## src/rtl/keypad_scanner.sv

```systemverilog
// keypad_scanner
//   Scans a 4x4 active-low matrix keypad one row at a time, debounces the
//   press and the release, and reports each accepted key once.
//
// Ports
//   clk        system clock (25 MHz on the board)
//   nRst       asynchronous reset, active-high despite the name
//   key_col    keypad columns, active-low, asynchronous to clk
//   key_row    row drive, one-hot active-low
//   key_code   last accepted key {row_idx, col_idx}; held until the next press
//   key_valid  one-cycle strobe when a new press is accepted
//   key_held   high while the accepted key is still considered pressed
module keypad_scanner #(
    parameter int SCAN_DIV  = 25000,
    parameter int DEB_TICKS = 20,
    parameter int CNT_W     = 15
) (
    input  logic       clk,
    input  logic       nRst,
    input  logic [3:0] key_col,
    output logic [3:0] key_row,
    output logic [3:0] key_code,
    output logic       key_valid,
    output logic       key_held
);

    localparam int DW = (DEB_TICKS > 1) ? $clog2(DEB_TICKS) : 1;
    localparam logic [DW-1:0]    DEB_LAST  = DW'(DEB_TICKS - 1);
    localparam logic [CNT_W-1:0] SCAN_LAST = CNT_W'(SCAN_DIV - 1);

    typedef enum logic [1:0] {SCAN, DEBOUNCE, HELD} state_t;

    state_t           state;
    logic [CNT_W-1:0] pre_cnt;
    logic [DW-1:0]    deb_cnt;
    logic [1:0]       row_idx;
    logic [1:0]       cap_col;
    logic [3:0]       col_m;
    logic [3:0]       col_s;
    logic             tick;
    logic             pressed;
    logic [1:0]       col_idx;
    logic [1:0]       next_row;

    // Two-flop synchroniser; nothing downstream looks at key_col directly.
    always_ff @(posedge clk or posedge nRst) begin
        if (nRst) begin
            col_m <= 4'hF;
            col_s <= 4'hF;
        end else begin
            col_m <= key_col;
            col_s <= col_m;
        end
    end

    // Free-running scan prescaler, independent of FSM state.
    always_ff @(posedge clk or posedge nRst) begin
        if (nRst)
            pre_cnt <= '0;
        else if (pre_cnt == SCAN_LAST)
            pre_cnt <= '0;
        else
            pre_cnt <= pre_cnt + 1'b1;
    end

    assign tick     = (pre_cnt == SCAN_LAST);
    assign pressed  = ~&col_s;
    assign next_row = row_idx + 2'd1;

    // Lowest low column wins when several are pressed together.
    always_comb begin
        col_idx = 2'd0;
        if (!col_s[0])      col_idx = 2'd0;
        else if (!col_s[1]) col_idx = 2'd1;
        else if (!col_s[2]) col_idx = 2'd2;
        else if (!col_s[3]) col_idx = 2'd3;
    end

    // Row drive only moves on when the FSM returns to/continues scanning, so
    // a detected key keeps its row energised through debounce and hold.
    always_ff @(posedge clk or posedge nRst) begin
        if (nRst) begin
            state     <= SCAN;
            row_idx   <= 2'd0;
            key_row   <= 4'b1110;
            cap_col   <= 2'd0;
            deb_cnt   <= '0;
            key_code  <= 4'h0;
            key_valid <= 1'b0;
            key_held  <= 1'b0;
        end else begin
            key_valid <= 1'b0;
            if (tick) begin
                case (state)
                    SCAN: begin
                        if (pressed) begin
                            cap_col <= col_idx;
                            deb_cnt <= '0;
                            state   <= DEBOUNCE;
                        end else begin
                            row_idx <= next_row;
                            key_row <= ~(4'b0001 << next_row);
                        end
                    end
                    DEBOUNCE: begin
                        if (pressed && col_idx == cap_col) begin
                            if (deb_cnt == DEB_LAST) begin
                                key_code  <= {row_idx, cap_col};
                                key_valid <= 1'b1;
                                key_held  <= 1'b1;
                                deb_cnt   <= '0;
                                state     <= HELD;
                            end else begin
                                deb_cnt <= deb_cnt + 1'b1;
                            end
                        end else begin
                            state   <= SCAN;
                            row_idx <= next_row;
                            key_row <= ~(4'b0001 << next_row);
                        end
                    end
                    HELD: begin
                        // Only the captured column matters; other keys on
                        // this row are deliberately ignored.
                        if (col_s[cap_col]) begin
                            if (deb_cnt == DEB_LAST) begin
                                key_held <= 1'b0;
                                deb_cnt  <= '0;
                                state    <= SCAN;
                                row_idx  <= next_row;
                                key_row  <= ~(4'b0001 << next_row);
                            end else begin
                                deb_cnt <= deb_cnt + 1'b1;
                            end
                        end else begin
                            deb_cnt <= '0;
                        end
                    end
                    default: state <= SCAN;
                endcase
            end
        end
    end

endmodule

```

## config.mk

```make
export PLATFORM = sky130hd
export DESIGN_NAME = keypad_scanner
export DESIGN_NICKNAME = d
export VERILOG_FILES = /design/src/rtl/keypad_scanner.sv
export SDC_FILE = /design/constraint.sdc
export NUM_CORES = 1
export LEC_CHECK = 0
export CORE_UTILIZATION = 25
export DETAILED_ROUTE_END_ITERATION = 12
export PLACE_DENSITY = 0.51
export SETUP_SLACK_MARGIN = 0.02
export SLEW_MARGIN = 15
export SYNTH_ARGS = -nofsm -noshare
export SYNTH_HDL_FRONTEND = slang
export SYNTH_SLANG_ARGS = --single-unit
```

## constraint.sdc

```tcl
create_clock -name clk -period 2.4 [get_ports clk]
set_clock_uncertainty 0.15 [all_clocks]
set_input_delay 0.36 -clock clk [delete_from_list [all_inputs] [get_ports clk]]
set_output_delay 0.36 -clock clk [all_outputs]
set_load 0.01 [all_outputs]
```

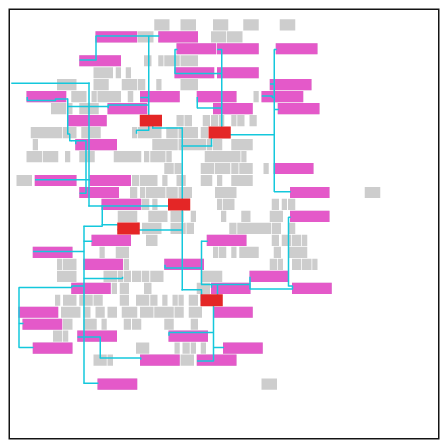
Figure 1: run 1, clock distribution.
Key: magenta = flip-flops [count 44]; red = clock drivers [count 5]; cyan = clock wires [length 599 um]
There are 6 routed clock nets.
clock group power: 475 uW
clock insertion delay at the later pin of the skew report: 0.29 ns
Clk pwr share: 37.2%

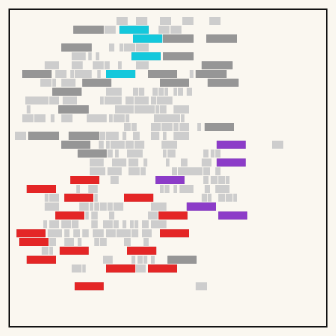
Figure 2: run 1, sequential cells grouped by signal name.
Other sequential cells in the stronger gray, the rest of the logic in the fainter gray.
Key: cyan = key_code [placed flops 4, where top center]; red = pre_cnt [placed flops 15]; purple = deb_cnt [placed flops 5]
Another 20 sequential cells are not colored.
Final Util: 30.01%
Storage cell area: 1115 um2
sequential power: 762 uW
register fraction of the total cell area: 42.39%

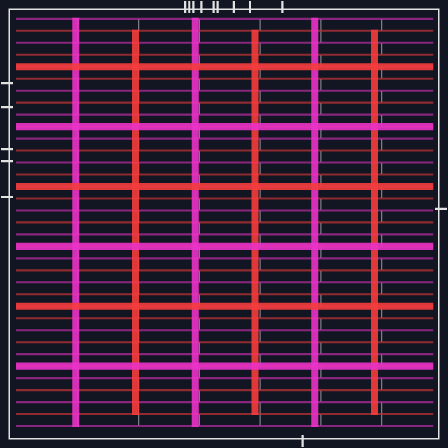
Figure 3: run 1, supply network.
Pins as bars on the die edge. Tap cells in gray.
Key: red = VDD; magenta = VSS
6 straps on met5. The core has 34 rows. 16 signal pins sit on the boundary. 35 met1 rails follow the rows. 108 tap cells.
die extent in x: 97.21 um
die extent in y: 97.21 um
peak supply drop: 227.8 uV
Core Region: 8763 um2

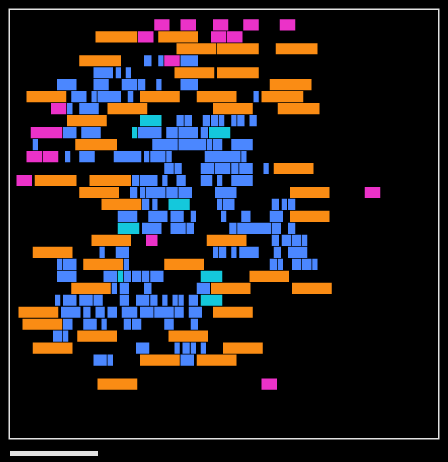
Figure 4: run 1, cells colored by class.
The bar under the picture is 20 um long.
Key: cyan = clock drivers and dummy loads [cells 8, share of their area 3.6%]; magenta = remaining buffers and delay cells [cells 17, share of their area 7.1%]; orange = sequential cells [cells 44, share of their area 45%]; blue = combinational and other logic [cells 155, share of their area 45%]
row count: 34
post-route cell area: 2630 um2

[run 1: power groups by stage]
stage | clock network [mW] | logic [mW] | registers [mW]
after floorplan | 0 | 0.0234 | 0.772
after global routing | 0.532 | 0.0443 | 0.764
after global placement | 0 | 0.0396 | 0.776
final | 0.475 | 0.0384 | 0.762
after detailed placement | 0 | 0.0400 | 0.776
after CTS | 0.501 | 0.0402 | 0.762
[run 1: per-layer routing]
| metal | vias to the layer above | track usage (%) | part of all wire [%] | routed length (um) |
|---|---|---|---|---|
| met5 | - | 0 | 0 | 0 |
| met3 | 10 | 2.302 | 2.9 | 122 |
| met4 | 0 | 4.363 | 2.4 | 101 |
| met1 | 748 | 12.90 | 51 | 2121 |
| met2 | 26 | 14.52 | 44 | 1853 |
| li1 | 749 | - | - | - |
[run 1: stage by stage]
step                      util (%)  hold WS, ns
after floorplan                  -       0.1952
after global placement       28.98       0.1964
after detailed placement     28.98       0.1970
after CTS                    30.01       0.2109
after global routing         30.01       0.2128
final                        30.01       0.2090
[run 1: Yosys cell counts, drive strengths merged, types with 2 or more instances]
cell / n / area [um2]
a31oi: 2 / 27.53
mux2: 4 / 48.79
a21oi: 11 / 58.81
mux2i: 5 / 50.05
nor2: 11 / 43.80
inv: 16 / 60.06
nand2: 19 / 73.82
and3: 5 / 31.28
and2: 3 / 18.77
nor2b: 2 / 20.02
and4bb: 4 / 50.05
xnor2: 10 / 87.58
nand4: 4 / 25.02
a311oi: 2 / 17.52
xor2: 3 / 26.28
nand2b: 2 / 12.51
buf: 4 / 35.03
nor3: 6 / 35.03
ha: 10 / 125.1
o21ai: 10 / 61.31
nand3: 8 / 52.55
o22ai: 3 / 18.77
dfrtp: 33 / 825.8
dfstp: 11 / 289.0
[run 1: cells in the final DEF, fill, tap and decap left out, types with 3 or more instances in the layout]
cell and n:
sky130_fd_sc_hd__xor2_1 3, sky130_fd_sc_hd__o22ai_1 3, sky130_fd_sc_hd__and4bb_2 4, sky130_fd_sc_hd__nor2_1 10
sky130_fd_sc_hd__nand2_1 18, sky130_fd_sc_hd__nand4_1 4, sky130_fd_sc_hd__o21ai_0 8, sky130_fd_sc_hd__inv_1 15
sky130_fd_sc_hd__xnor2_1 10, sky130_fd_sc_hd__nor3_1 5, sky130_fd_sc_hd__dfrtp_1 33, sky130_fd_sc_hd__and2_1 3
sky130_fd_sc_hd__dfstp_2 11, sky130_fd_sc_hd__ha_1 10, sky130_fd_sc_hd__clkbuf_8 6, sky130_fd_sc_hd__and3_1 5
sky130_fd_sc_hd__a21oi_1 10, sky130_fd_sc_hd__clkdlybuf4s50_1 15, sky130_fd_sc_hd__mux2i_1 5, sky130_fd_sc_hd__nand3_1 7
[run 1: path summary, 6_finish.rpt]
kind	startpoint	endpoint	slack [ns]
setup reg to reg	pre_cnt[0]	state[0]	0.28
setup / recovery	pre_cnt[0]	state[0]	0.28
hold / removal	col_m[2]	col_s[2]	0.21
hold reg to reg	col_m[2]	col_s[2]	0.21
max in group asynchronous	nRst	col_s[3]	1.57
min in group asynchronous	nRst	row_idx[0]	0.26
==> impl_metrics.ini, run 1 <==
; flow metrics
[grt]
grt_overflow = 0
antenna_found_initial = 0
grt_usage_pct = 9.584

[synth]
syn-cell-area_um2 = 2266
synth_simple_gate_area_share_pct = 19.16
synth_flops = 44
synth.distinct_cells = 53
synth.yosys.seq_area_share_pct = 49.20
synthesis.yosys.warnings = 0
synth_async_sr_flop_share_pct = 100.0
xor_area_share_pct = 5.025
ys_cells = 204
enable_flop_cells = 0
yosys-mux-area-fraction_pct = 5.356

[finish]
largest-register = pre_cnt
seq_cell_count = 44
clockNetworkAreaShare_pct = 3.425
diodes = 0
final_cells = 332
clock_buffer_count = 8
fillerInstances = 904
drive_above_1_share_pct = 18.30
num-nets-final = 239
non_clock_inverter_instance_count_of_the_final_layout = 16
biggestRegsByFlops = pre_cnt x15, deb_cnt x5
largest_register_ffs = 15
area_growth_pct = 16.07
largest_class = flip-flops and latches

[detailed_routing]
finalWirelength_um = 4198
violation_count_after_the_first_detailed_route_iteration = 87
route.vias.total = 1533
routedWlPerCell_um = 12.64
vias_per_cell = 4.617

[worst_setup_path]
endpoint_kind = register
path_max_fanout = 6
criticalPathCategory = reg2reg
worst_path_depth = 6
r2r.worst_path.cells = 6
cp.required_ns = 2.43
max_stage_delay_ns = 0.37
worst_path_arrival_ns = 2.15
crit_slowest_cell = sky130_fd_sc_hd__dfrtp_1
critPathBufInv = 0

[place]
gp_routability_congestion = 0.8126
placement.cell_area_um2 = 2540
pre_cts_ws_ns = 0.2710

[job]
maxCapViolCount = 0
warning_count = 32

[power_and_ir_drop]
cellInternalPower_mw = 1.004
power_per_cell_area_nw_per_um2 = 485.0
power.sequential.fraction_pct = 59.8
pwr-share-comb_pct = 3.0
swShare_pct = 21.27
netSwitchingPower_uw = 271.3

[final_timing]
max-slew-margin-rel_pct = 71.19
period_needed_ns = 2.124
maxSlewViolCount = 0
setup_violations = 0
final_min_period_over_clock_period_pct = 88.51
actual_transition_at_the_worst_max_transition_pin_ns = 0.4292
finalHoldViolCount = 0
fin_setup_tns_ns = 0
timing.final.ws_setup_ns = 0.2758
maxClockFrequency_mhz = 470.8

[clock_tree]
tritoncts.num_buffers = 5
tritoncts = built
clk_pin_slew_ns = 0.08
post_cts_buffers = 0
postCtsResizedCells = 0

[floorplan]
tap_cells = 108

[min_path]
hold_depth = 0
min-delay-path-class = reg2reg

[outcome]
status = completed
==> inputs of run 2 (changes only) <==
--- a/config.mk
+++ b/config.mk
@@ -5,6 +5,7 @@
 export SDC_FILE = /design/constraint.sdc
 export NUM_CORES = 1
 export LEC_CHECK = 0
+export CAP_MARGIN = 10
 export CORE_UTILIZATION = 25
 export DETAILED_ROUTE_END_ITERATION = 12
 export PLACE_DENSITY = 0.51
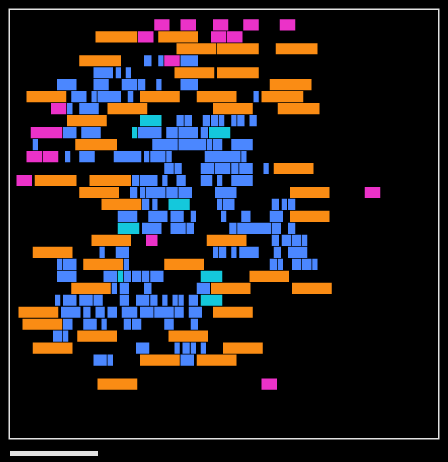
Figure 5: run 2, cells colored by class.
The bar under the picture is 20 um long.
Key: blue = combinational and other logic [cells 155, share of their area 45%]; orange = sequential cells [cells 44, share of their area 45%]; cyan = clock drivers and dummy loads [cells 8, share of their area 3.6%]; magenta = remaining buffers and delay cells [cells 17, share of their area 7.1%]

==> run 2 against run 1 <==
Via count stayed put; critical path depth unchanged; register-to-register slack about the same; utilization did not move; first-iteration DRC count is the same; routed wire length is the same.
==> impl_metrics.ini, run 2 <==
; flow metrics
[outcome]
status = completed

[min_path]
min-delay-path-class = reg2reg
hold_start = col_m[2]

[grt]
grt_usage_pct = 9.584
grt_overflow = 0

[detailed_routing]
route.vias.total = 1533
violation_count_after_the_first_detailed_route_iteration = 87
vias_per_cell = 4.617

[final_timing]
timing.final.ws_setup_ns = 0.2758
period_needed_ns = 2.124
maxSlewViolCount = 0

[finish]
layout_top_cell_excl_fill_tap = sky130_fd_sc_hd__dfrtp_1
largest_register_ffs = 15
area_growth_pct = 16.07
num-nets-final = 239
mostFrequentLayoutCells = sky130_fd_sc_hd__dfrtp_1 (33), sky130_fd_sc_hd__nand2_1 (18), sky130_fd_sc_hd__inv_1 (15), sky130_fd_sc_hd__clkdlybuf4s50_1 (15), sky130_fd_sc_hd__dfstp_2 (11)
drive_above_1_share_pct = 18.30
largest-register = pre_cnt

[synth]
xor_area_share_pct = 5.025
yosys-mux-area-fraction_pct = 5.356
syn-cell-area_um2 = 2266
synth_flops = 44
enable_flop_cells = 0
synth_dominant_cell_count = sky130_fd_sc_hd__dfrtp_1
common_cells = sky130_fd_sc_hd__dfrtp_1 (33), sky130_fd_sc_hd__nand2_1 (18), sky130_fd_sc_hd__inv_1 (16)
ys_cells = 204
synth_simple_gate_area_share_pct = 19.16
synthesis.yosys.warnings = 0
synth.yosys.seq_area_share_pct = 49.20

[clock_tree]
tritoncts.num_buffers = 5
clk_pin_slew_ns = 0.08
postCtsResizedCells = 0
post_cts_buffers = 0

[worst_setup_path]
crit_path_start = pre_cnt[0]
path_max_fanout = 6
reg2reg_from = pre_cnt[0]

[job]
warning_count = 32

[power_and_ir_drop]
ir_worst_vdd_uv = 227.8

[floorplan]
die_w_um = 97.21
core.rowCount = 34
-- run 2: per-stage QoR --
stage	instance area, um2	util [%]	total power [mW]	hold WS (ns)
floorplan	2266	-	0.7950	0.1952
global placement	2540	28.98	0.8161	0.1964
detailed placement	2540	28.98	0.8160	0.1970
CTS	2630	30.01	1.303	0.2109
global route	2630	30.01	1.340	0.2128
finish	2630	30.01	1.275	0.2090
-- run 2: logic make-up after synthesis --
kind of cell / Yosys count
AOI/OAI and AO/OA: 35
xor gates and xnor gates: 13
adders and majority gates: 10
buffers and inverters: 21
DFF: 44
muxes: 10
and+or+nand+nor: 71
-- run 2: worst paths after layout --
check	to	cells after the start	slack (ns)
max in group asynchronous	col_s[3]	3	1.57
max reg2reg	state[0]	6	0.28
min	col_s[2]	0	0.21
max	state[0]	6	0.28
min reg2reg	col_s[2]	0	0.21
min in group asynchronous	row_idx[0]	3	0.26
-- run 2: layout make-up --
class                           instances  area, um2  share of cell area, %
Sequential cell                        44       1115                  42.39
Multi-Input combinational cell        139       1052                  40.01
Timing Repair Buffer                   17      177.7                  6.755
Tap cell                              108      135.1                  5.138
Clock buffer                            8      90.09                  3.425
Inverter                               16      60.06                  2.284
-- run 2: power by group --
group,switching [mW],internal (mW)
clock,0.240,0.235
sequential,0.00870,0.754
combinational,0.0229,0.0156
total,0.271,1.00
-- run 2: worst max-delay path: stages (launching register included) --
cell and delay, ns:
sky130_fd_sc_hd__dfrtp_1 0.37, sky130_fd_sc_hd__ha_1 0.22, sky130_fd_sc_hd__and3_1 0.23, sky130_fd_sc_hd__nand4_1 0.27, sky130_fd_sc_hd__nor3_2 0.30, sky130_fd_sc_hd__o21ai_0 0.14, sky130_fd_sc_hd__mux2_1 0.34
-- run 2: per-layer routing --
layer / vias up / wire, um / track usage (%)
met5: - / 0 / 0
met4: 0 / 101 / 4.363
met3: 10 / 122 / 2.302
met2: 26 / 1853 / 14.52
met1: 748 / 2121 / 12.90
li1: 749 / - / -
Figure 6. Supply network (run 2).
Pins as bars on the die edge. Tap cells in gray.
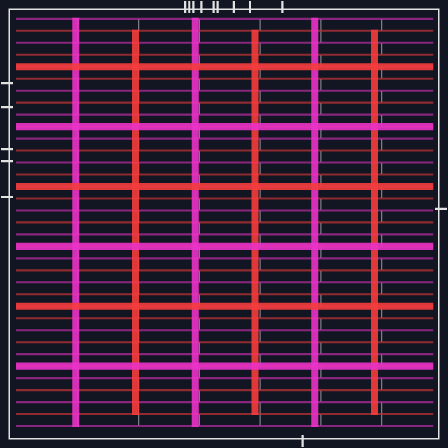

==> inputs of run 3 (changes only) <==
--- a/config.mk
+++ b/config.mk
@@ -6,6 +6,7 @@
 export NUM_CORES = 1
 export LEC_CHECK = 0
 export CAP_MARGIN = 10
+export CORE_MARGIN = 10
 export CORE_UTILIZATION = 25
 export DETAILED_ROUTE_END_ITERATION = 12
 export PLACE_DENSITY = 0.51
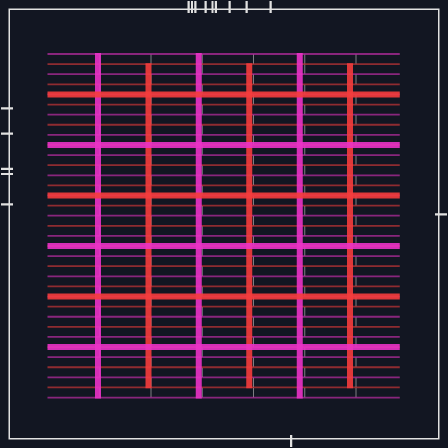
Figure 7: run 3, supply network.
Pins as bars on the die edge. Tap cells in gray.
Key: red = VDD; magenta = VSS
The core has 34 rows. 35 met1 rails follow the rows. 108 tap cells. 6 straps on met4.
peak supply drop: 256.4 uV
die extent in y: 115.2 um
die extent in x: 115.2 um

==> run 3 against run 2 <==
Clock power is 4% higher; count of clock-buffer cells in the layout is 2 lower; combinational power hardly changed; total power is 1.5% higher; via count is 3.1% lower; sequential cell count stayed put; register-to-register slack hardly changed; worst hold slack better by 0.0014 ns; first-iteration DRC count is 20% lower; die size is 40% higher; critical endpoint unchanged; largest power group unchanged.
==> impl_metrics.ini, run 3 <==
; flow metrics
[outcome]
status = completed

[synth]
netlist.top_cell.by_area = sky130_fd_sc_hd__dfrtp_1
synth_flops = 44
ys_cells = 204
syn-cell-area_um2 = 2266
synth.distinct_cells = 53
synthesis.yosys.warnings = 0
top_reg_cell_synth = sky130_fd_sc_hd__dfrtp_1
synthTopCellsByArea = sky130_fd_sc_hd__dfrtp_1 (36%), sky130_fd_sc_hd__dfstp_2 (13%), sky130_fd_sc_hd__ha_1 (5.5%), sky130_fd_sc_hd__xnor2_1 (3.9%), sky130_fd_sc_hd__nand2_1 (3.0%)
common_cells = sky130_fd_sc_hd__dfrtp_1 (33), sky130_fd_sc_hd__nand2_1 (18), sky130_fd_sc_hd__inv_1 (16)
enable_flop_cells = 0
synth_async_sr_flop_share_pct = 100.0
synth.yosys.seq_area_share_pct = 49.20
synth.top_cell.area_share_pct = 36.44
synth_dominant_cell_count = sky130_fd_sc_hd__dfrtp_1

[detailed_routing]
route.vias.total = 1485
finalWirelength_um = 4218
violation_count_after_the_first_detailed_route_iteration = 70
vias_per_cell = 4.473
routedWlPerCell_um = 12.70

[clock_tree]
tritoncts = built
tritoncts.num_buffers = 5
postCtsResizedCells = 0
clk_pin_slew_ns = 0.09
clk_latency_ns = 0.30
tritoncts_sinks = 44

[worst_setup_path]
crit-reg2reg-capture = state[0]
crit_slowest_cell = sky130_fd_sc_hd__dfrtp_1
cp.required_ns = 2.43
timing.critical_path.cells = ha_1 -> and3_1 -> nand4_1 -> nor3_2 -> o21ai_0 -> mux2_1
crit_path_start = pre_cnt[0]
worst_path_arrival_ns = 2.16
max_stage_delay_ns = 0.38
reg2reg_from = pre_cnt[0]
endpoint_kind = register
worst_path_dominant_cell_family = simple AND/OR/NAND/NOR gates
r2r.worst_path.cells = 6
worst_path_depth = 6
path_max_fanout = 6

[grt]
grt_usage_pct = 6.737
antenna_found_initial = 0
grt_overflow = 0

[finish]
fillerInstances = 903
mostFrequentLayoutCells = sky130_fd_sc_hd__dfrtp_1 (33), sky130_fd_sc_hd__nand2_1 (18), sky130_fd_sc_hd__inv_1 (15), sky130_fd_sc_hd__clkdlybuf4s50_1 (15), sky130_fd_sc_hd__dfstp_2 (11)
drive_above_1_share_pct = 19.20
num-nets-final = 239
area_growth_pct = 16.40
biggestRegsByFlops = pre_cnt x15, deb_cnt x5
final_cells = 332
diodes = 0
layout_top_cell_excl_fill_tap = sky130_fd_sc_hd__dfrtp_1
area.combinational_um2 = 1052
largest-register = pre_cnt
sequential_cell_area_um2 = 1115

[min_path]
holdPathEnd = col_s[1]
hold_depth = 0
min-delay-path-class = reg2reg

[job]
warning_count = 32
maxCapViolCount = 0

[power_and_ir_drop]
power.sequential.fraction_pct = 58.9
cellInternalPower_mw = 1.002
clk_pwr_share_pct = 38.2
pwr-share-comb_pct = 2.9
power_per_cell_area_nw_per_um2 = 490.6

[final_timing]
maxClockFrequency_mhz = 469.5
maxSlewViolCount = 0
period_needed_ns = 2.130
setup_violations = 0
max-slew-margin-rel_pct = 69.62
final_min_period_over_clock_period_pct = 88.74
fin_setup_tns_ns = 0
actual_transition_at_the_worst_max_transition_pin_ns = 0.4526
finalHoldViolCount = 0

[place]
placement.cell_area_um2 = 2540

[floorplan]
core.rowCount = 34
core_area_um2 = 8763
## run 3: cell types whose count changed in the layout (fill, tap and decap cells not counted), sizes merged
cell and change:
clkbuf -2, clkinvlp +2
## run 3: power by group through the flow
| stage | Sequential (mW) | Combinational (mW) | Clock, mW |
|---|---|---|---|
| floorplan | 0.772 | 0.0234 | 0 |
| global placement | 0.776 | 0.0397 | 0 |
| global route | 0.764 | 0.0439 | 0.544 |
| CTS | 0.762 | 0.0401 | 0.516 |
| detailed placement | 0.776 | 0.0397 | 0 |
| finish | 0.762 | 0.0381 | 0.494 |
## run 3: worst max-delay path by stage
stage	end	slack, ns
floorplan	deb_cnt[3]	0.46
global placement	row_idx[1]	0.27
detailed placement	row_idx[1]	0.27
CTS	state[0]	0.26
global route	key_held	0.07
finish	state[0]	0.27
## run 3: worst register-to-register path, delay by kind of cell (launching register included)
kind            cells  cell delay (ns)
simple gates        3             0.80
flops               1             0.38
mux                 1             0.33
fa+ha+maj           1             0.23
compound gates      1             0.13
## run 3: cells by family (layout without fill, tap and decap cells)
group,count (synthesis),in the layout,synth area share [%]
buf+inv,21,41,4.362
mux,10,10,5.356
xor+xnor,13,13,5.025
flops,44,44,49.20
compound gates,35,35,11.38
fa+ha+maj,10,10,5.522
simple gates,71,71,19.16
## run 3: final cells by class
| class | instances | share of cell area (%) |
|---|---|---|
| Sequential cell | 44 | 42.27 |
| Tap cell | 108 | 5.123 |
| Multi-Input combinational cell | 139 | 39.90 |
| Timing Repair Buffer | 17 | 6.736 |
| Clock inverter | 2 | 0.5693 |
| Inverter | 16 | 2.277 |
| Clock buffer | 6 | 3.131 |
## run 3: through the flow
step                utilization [%]  setup WS [ns]
detailed placement            28.98         0.2696
global route                  30.10        0.07149
floorplan                         -         0.4574
CTS                           30.10         0.2621
global placement              28.98         0.2661
finish                        30.10         0.2703
## run 3: routing by layer
layer	wire (um)	up-vias	part of all wire, %	track usage, %
met5	0	-	0	0
met4	60	0	1.4	2.475
met3	105	5	2.5	1.823
met2	1914	19	45	10.25
met1	2137	710	51	8.917
li1	-	751	-	-

==> gallery <==
Routing congestion map.
(a)
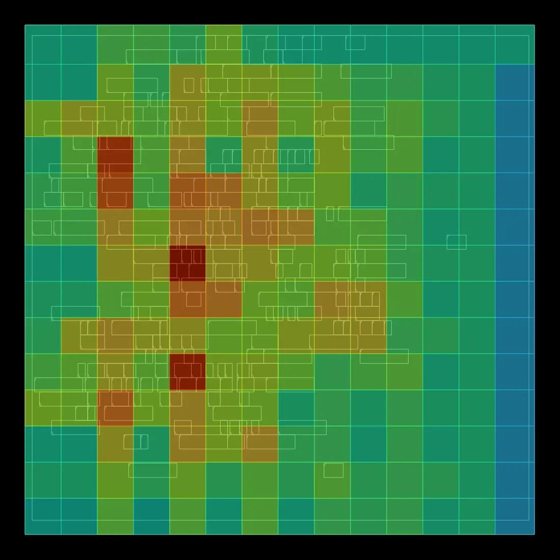
(b)
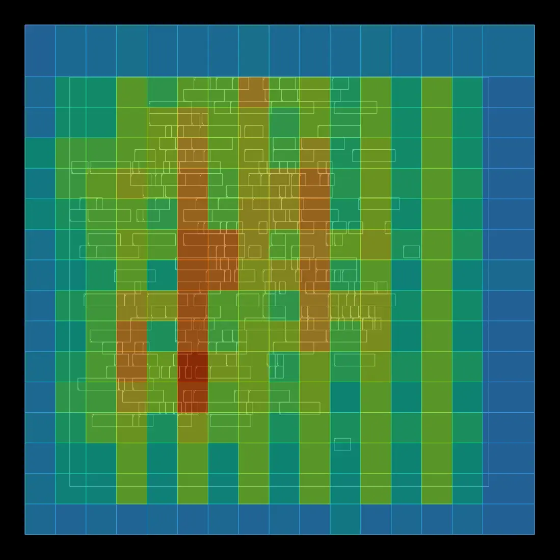
Of these, highest track usage: (a)
Run 3 is (b).
Run 1 is (a).

Power and IR drop assume default switching activity.
